File: src/rtl/snn_img_loader_ctrl_if.sv
// Bundle of the loader controller's datapath/handshake signals.
//   slave  : the controller (snn_img_loader_ctrl)
//   master : the surrounding system (UART RX/TX, inference core, input RAM)
// Inputs to the controller : rx_rdy, rx_data, core_addr, core_done, core_digit, tx_busy
// Outputs of the controller: ram_addr, ram_d, ram_we, core_start, tx_start,
//                            tx_data, digit, result_vld, overrun
interface snn_img_loader_ctrl_if #(
  parameter int unsigned ADDR_W = 10
);
  logic              rx_rdy;
  logic [7:0]        rx_data;
  logic [ADDR_W-1:0] core_addr;
  logic              core_done;
  logic [3:0]        core_digit;
  logic              tx_busy;

  logic [ADDR_W-1:0] ram_addr;
  logic              ram_d;
  logic              ram_we;
  logic              core_start;
  logic              tx_start;
  logic [7:0]        tx_data;
  logic [3:0]        digit;
  logic              result_vld;
  logic              overrun;

  modport master (
    output rx_rdy, rx_data, core_addr, core_done, core_digit, tx_busy,
    input  ram_addr, ram_d, ram_we, core_start, tx_start, tx_data, digit,
           result_vld, overrun
  );

  modport slave (
    input  rx_rdy, rx_data, core_addr, core_done, core_digit, tx_busy,
    output ram_addr, ram_d, ram_we, core_start, tx_start, tx_data, digit,
           result_vld, overrun
  );
endinterface

File: src/rtl/snn_img_loader_ctrl.sv
// Top-level sequencer for the SNN inference core.
// Receives a packed binary image byte-by-byte from the UART receiver, unpacks
// it LSB first (byte k bit j -> address 8k+j) into the 1-bit input-unit RAM,
// pulses the core's start, waits for done, then sends the digit as ASCII.
// Ports:
//   clk   : clock
//   rst_n : asynchronous active-low reset (aborts to LOAD, partial image lost)
//   bus   : snn_img_loader_ctrl_if.slave (UART RX/TX, core, RAM signals)
module snn_img_loader_ctrl #(
  parameter int unsigned IMG_BITS  = 784,
  parameter int unsigned ADDR_W    = 10,
  parameter int unsigned NUM_BYTES = 98
) (
  input  logic                 clk,
  input  logic                 rst_n,
  snn_img_loader_ctrl_if.slave bus
);

  // Image ends at whichever limit comes first; they coincide when consistent.
  localparam int unsigned IMG_LEN = (IMG_BITS < NUM_BYTES * 8) ? IMG_BITS : NUM_BYTES * 8;
  localparam logic [ADDR_W-1:0] LAST_ADDR = ADDR_W'(IMG_LEN - 1);

  typedef enum logic [2:0] {
    S_LOAD,
    S_UNPACK,
    S_START,
    S_RUN,
    S_TX
  } state_t;

  state_t            r_state;
  logic [ADDR_W-1:0] r_bit_cnt;
  logic [2:0]        r_sub;
  logic [7:0]        r_shift;
  logic              r_core_start;
  logic [7:0]        r_tx_data;
  logic [3:0]        r_digit;
  logic              r_result_vld;
  logic              r_overrun;

  logic w_unpack;
  logic w_tx_fire;

  assign w_unpack  = (r_state == S_UNPACK);
  // Fires in the same cycle the transmitter is seen idle so core_done to
  // tx_start is a single cycle.
  assign w_tx_fire = (r_state == S_TX) && !bus.tx_busy;

  always_ff @(posedge clk or negedge rst_n) begin
    if (!rst_n) begin
      r_state      <= S_LOAD;
      r_bit_cnt    <= '0;
      r_sub        <= '0;
      r_shift      <= '0;
      r_core_start <= 1'b0;
      r_tx_data    <= 8'h00;
      r_digit      <= '0;
      r_result_vld <= 1'b0;
      r_overrun    <= 1'b0;
    end else begin
      r_core_start <= 1'b0;
      case (r_state)
        S_LOAD: begin
          if (bus.rx_rdy) begin
            r_shift <= bus.rx_data;
            r_sub   <= '0;
            if (r_bit_cnt == '0) r_overrun <= 1'b0;
            r_state <= S_UNPACK;
          end
        end
        S_UNPACK: begin
          if (bus.rx_rdy) r_overrun <= 1'b1;
          r_shift   <= {1'b0, r_shift[7:1]};
          r_bit_cnt <= r_bit_cnt + ADDR_W'(1);
          r_sub     <= r_sub + 3'd1;
          if (r_sub == 3'd7) begin
            if (r_bit_cnt == LAST_ADDR) begin
              r_state      <= S_START;
              r_core_start <= 1'b1;  // high exactly while in START
            end else begin
              r_state <= S_LOAD;
            end
          end
        end
        S_START: begin
          if (bus.rx_rdy) r_overrun <= 1'b1;
          r_bit_cnt <= '0;
          r_state   <= S_RUN;
        end
        S_RUN: begin
          if (bus.rx_rdy) r_overrun <= 1'b1;
          if (bus.core_done) begin
            r_digit      <= bus.core_digit;
            r_result_vld <= 1'b1;
            // ASCII code prepared here so tx_data is registered when TX fires.
            r_tx_data    <= 8'h30 + {4'h0, bus.core_digit};
            r_state      <= S_TX;
          end
        end
        S_TX: begin
          if (bus.rx_rdy) r_overrun <= 1'b1;
          if (!bus.tx_busy) r_state <= S_LOAD;
        end
        default: r_state <= S_LOAD;
      endcase
    end
  end

  assign bus.ram_addr   = (r_state == S_LOAD || w_unpack) ? r_bit_cnt : bus.core_addr;
  assign bus.ram_we     = w_unpack;
  assign bus.ram_d      = w_unpack & r_shift[0];
  assign bus.core_start = r_core_start;
  assign bus.tx_start   = w_tx_fire;
  assign bus.tx_data    = r_tx_data;
  assign bus.digit      = r_digit;
  assign bus.result_vld = r_result_vld;
  assign bus.overrun    = r_overrun;

endmodule

File: src/flat_wrapper.sv
// flat-port wrapper written by rule: the top's interface ports become plain ports
module snn_img_loader_ctrl_flat 
#(
  parameter int unsigned IMG_BITS  = 784,
  parameter int unsigned ADDR_W    = 10,
  parameter int unsigned NUM_BYTES = 98
)
  (clk, rst_n, bus_rx_rdy, bus_rx_data, bus_core_addr, bus_core_done, bus_core_digit, bus_tx_busy, bus_ram_addr, bus_ram_d, bus_ram_we, bus_core_start, bus_tx_start, bus_tx_data, bus_digit, bus_result_vld, bus_overrun);
  snn_img_loader_ctrl_if #(.ADDR_W(ADDR_W)) bus_i ();
  input  logic clk;
  input  logic rst_n;
  input wire logic [$bits(bus_i.rx_rdy)-1:0] bus_rx_rdy;
  input wire logic [$bits(bus_i.rx_data)-1:0] bus_rx_data;
  input wire logic [$bits(bus_i.core_addr)-1:0] bus_core_addr;
  input wire logic [$bits(bus_i.core_done)-1:0] bus_core_done;
  input wire logic [$bits(bus_i.core_digit)-1:0] bus_core_digit;
  input wire logic [$bits(bus_i.tx_busy)-1:0] bus_tx_busy;
  output wire logic [$bits(bus_i.ram_addr)-1:0] bus_ram_addr;
  output wire logic [$bits(bus_i.ram_d)-1:0] bus_ram_d;
  output wire logic [$bits(bus_i.ram_we)-1:0] bus_ram_we;
  output wire logic [$bits(bus_i.core_start)-1:0] bus_core_start;
  output wire logic [$bits(bus_i.tx_start)-1:0] bus_tx_start;
  output wire logic [$bits(bus_i.tx_data)-1:0] bus_tx_data;
  output wire logic [$bits(bus_i.digit)-1:0] bus_digit;
  output wire logic [$bits(bus_i.result_vld)-1:0] bus_result_vld;
  output wire logic [$bits(bus_i.overrun)-1:0] bus_overrun;
  assign bus_i.rx_rdy = bus_rx_rdy;
  assign bus_i.rx_data = bus_rx_data;
  assign bus_i.core_addr = bus_core_addr;
  assign bus_i.core_done = bus_core_done;
  assign bus_i.core_digit = bus_core_digit;
  assign bus_i.tx_busy = bus_tx_busy;
  assign bus_ram_addr = bus_i.ram_addr;
  assign bus_ram_d = bus_i.ram_d;
  assign bus_ram_we = bus_i.ram_we;
  assign bus_core_start = bus_i.core_start;
  assign bus_tx_start = bus_i.tx_start;
  assign bus_tx_data = bus_i.tx_data;
  assign bus_digit = bus_i.digit;
  assign bus_result_vld = bus_i.result_vld;
  assign bus_overrun = bus_i.overrun;
  snn_img_loader_ctrl #(.IMG_BITS(IMG_BITS), .ADDR_W(ADDR_W), .NUM_BYTES(NUM_BYTES)) u_core (.clk(clk), .rst_n(rst_n), .bus(bus_i));
endmodule
File: config.mk
export PLATFORM = sky130hd
export DESIGN_NAME = snn_img_loader_ctrl_flat
export DESIGN_NICKNAME = d
export VERILOG_FILES = /design/src/rtl/snn_img_loader_ctrl_if.sv /design/src/rtl/snn_img_loader_ctrl.sv /design/src/flat_wrapper.sv
export SDC_FILE = /design/constraint.sdc
export NUM_CORES = 1
export LEC_CHECK = 0
export CORE_MARGIN = 4
export CORE_UTILIZATION = 50
export CTS_CLUSTER_SIZE = 10
export DETAILED_ROUTE_END_ITERATION = 10
export HOLD_SLACK_MARGIN = 0.05
export PLACE_DENSITY = 0.9
export SLEW_MARGIN = 15
export SYNTH_ARGS = -nofsm -noshare
export SYNTH_HDL_FRONTEND = slang
export SYNTH_SLANG_ARGS = --single-unit
export TNS_END_PERCENT = 10
File: constraint.sdc
create_clock -name clk -period 4.02 [get_ports clk]
set_input_delay 0.804 -clock clk [delete_from_list [all_inputs] [get_ports clk]]
set_output_delay 0.804 -clock clk [all_outputs]
set_load 0.05 [all_outputs]
==> Changelog: implementation, run 1 <==
## Flow update

- Status: completed
- Top-area cell share: 0.445
- RSZ-0062 raised after global routing: no
- DR pass1 iterations: 4
- GRT busiest layer: met2
- Final Hold Fails: 0
- Largest Register: u_core.r_bit_cnt
- Mux frac, synth: 0.216
- Crit path buffers/inverters: 2
- Antenna violations before repair: 0
- Switching share of power: 0.424
- GR Util met3: 0.0422
- Die height: 67.0 µm
- Combinational gates: 106
- Tally of filler cells in the layout: 280
- Yosys stat chip area: 1740 µm²
- Hold WC Path Type: flip-flop to flip-flop
- Clock Path Buffers: 2
- Tool warnings: 27
- Crit path from: u_core.r_state[2]$_DFFE_PN0P_
- Worst Setup Start Kind: flip-flop
- Register area share after synthesis: 0.445
- First-pass GRT wire length: 5710 µm
- Synth top cell by count: dfrtp_1
- Crit path largest cell delay: 0.70 ns
- Final Max Tran Viols: 0
- DRC Markers: 0
- Syn_area_per_cell: 10.8 µm²
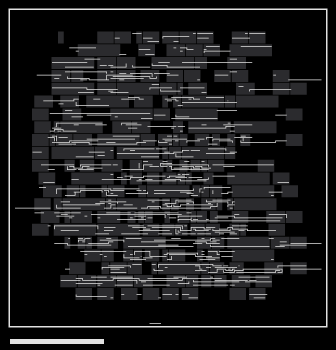
*Metal 1, run 1*
Bar = 20 µm. Cells faint in the background.
The wires run mostly horizontal. The longest straight run is 21.2 µm. 205 nets have wire on it. The layer carries 1,510 µm of wire. The layer holds 44% of the routed length.

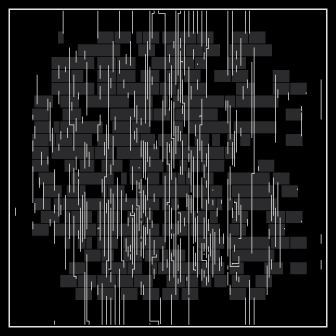
*Metal 2, run 1*
Cells faint in the background.
205 nets have wire on it. The longest straight run is 26.7 µm. The layer carries 1,700 µm of wire. The wires run mostly vertical.
Routed WL: 3450 µm
via count: 1,343
GR Util met2: 0.275

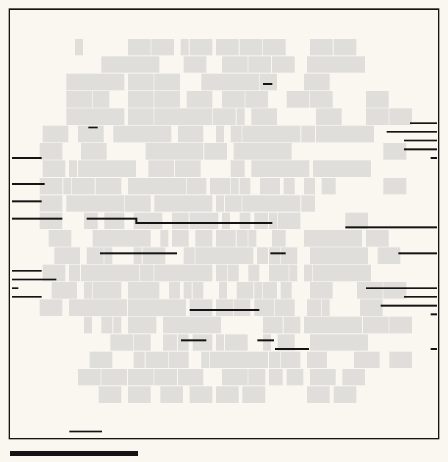
*Signal wires on met3, run 1*
Bar = 20 µm. Cells faint in the background.
The layer holds 5.1% of the routed length. The longest straight run is 21.2 µm. The layer carries 176 µm of wire. 25 nets have wire on it. The wires run mostly horizontal.

### Placement view, run 1

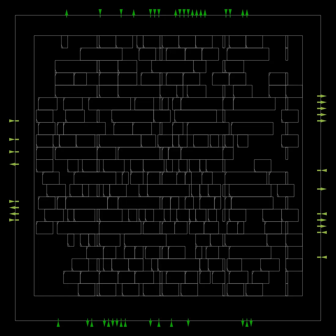

==> run 2, diff against run 1 <==
CORE_UTILIZATION = 46   (was 50)
PLACE_DENSITY = 0.84   (was 0.9)
clock period = 3.2 ns   (was 4.02 ns; I/O delays follow)
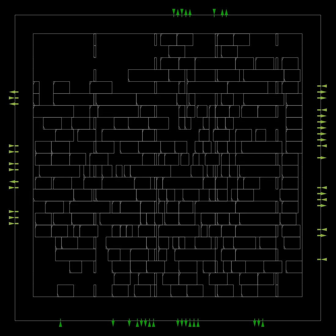
*Placement view, run 2*
Core Util, Final: 0.640
n_taps: 48
flop count: 31
flop share of the area: 0.331

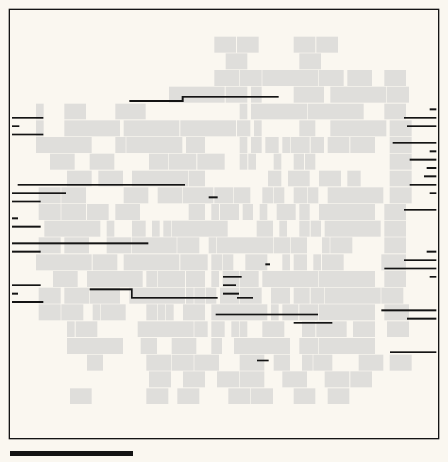
*Signal wires on met3, run 2*
Bar = 20 µm. Cells faint in the background.
The layer holds 7.0% of the routed length. The layer carries 243 µm of wire. 37 nets have wire on it. The longest straight run is 26.9 µm. The wires run mostly horizontal.

==> run 2 against run 1 <==
Compared with the run above: power up 32%; count of clock-buffer cells in the layout up 1; critical path type unchanged; wire length up 1.1%; critical path depth unchanged; non-clock buffer count up 1; critical endpoint is now bus_ram_addr[5].
==> Changelog: implementation, run 2 <==
## Flow update

- Status: completed
- Yosys stat chip area: 1740 µm² (unchanged)
- DRC Markers: 0 (unchanged)
- Synth cell types: 35
- Combinational gates: 106 (unchanged)
- Part of the power in combinational logic: 0.518
- GR Util met3: 0.0725 (+0.0303)
- Crit path from: u_core.r_state[1]$_DFFE_PN0P_
- Post-layout period usage: 0.896
- DR pass1 iterations: 4 (unchanged)
- Reg2reg start: u_core.r_state[2]$_DFFE_PN0P_
- Register area share after synthesis: 0.445 (unchanged)
- Syn_area_per_cell: 10.8 µm² (unchanged)
- Die height: 69.5 µm (+3.7%)
- First-pass GRT wire length: 6000 µm (+5.1%)
- Diode count: 0
- Hold WC Path Type: flip-flop to flip-flop
- RSZ-0062 raised after global routing: no
- GRT busiest layer: met2
- Antenna violations before repair: 0 (unchanged)
- Top-area cell share: 0.445 (unchanged)
- Mux frac, synth: 0.216 (unchanged)
- Clock Buffer Count: 7
- Clock buffer count from CTS: 5
- Starting DRT DRC Count: 85
- Final Hold Fails: 0 (unchanged)
- Worst Setup Start Kind: flip-flop
- Final Max Tran Viols: 0 (unchanged)
- Switching share of power: 0.416 (-0.00827)
- Crit path buffers/inverters: 2 (unchanged)
- Crit path largest cell delay: 0.70 ns (about the same)
- Synth top cell by count: dfrtp_1
- Largest Register: u_core.r_bit_cnt
- Clock Path Buffers: 2 (unchanged)
- Data buffer area share: 0.241
- Tally of filler cells in the layout: 305 (+8.9%)
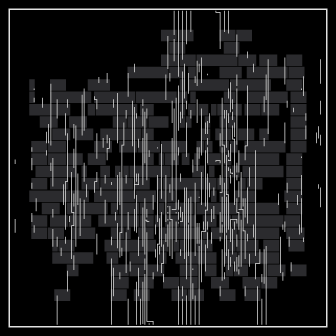
*Metal 2, run 2*
Cells faint in the background.
The layer holds 46% of the routed length. The layer carries 1,600 µm of wire. The longest straight run is 28.1 µm. 215 nets have wire on it. The wires run mostly vertical.
via count: 1,371
GR Util met2: 0.245
Routed WL: 3490 µm

Power is estimated from default activity; no workload was simulated.
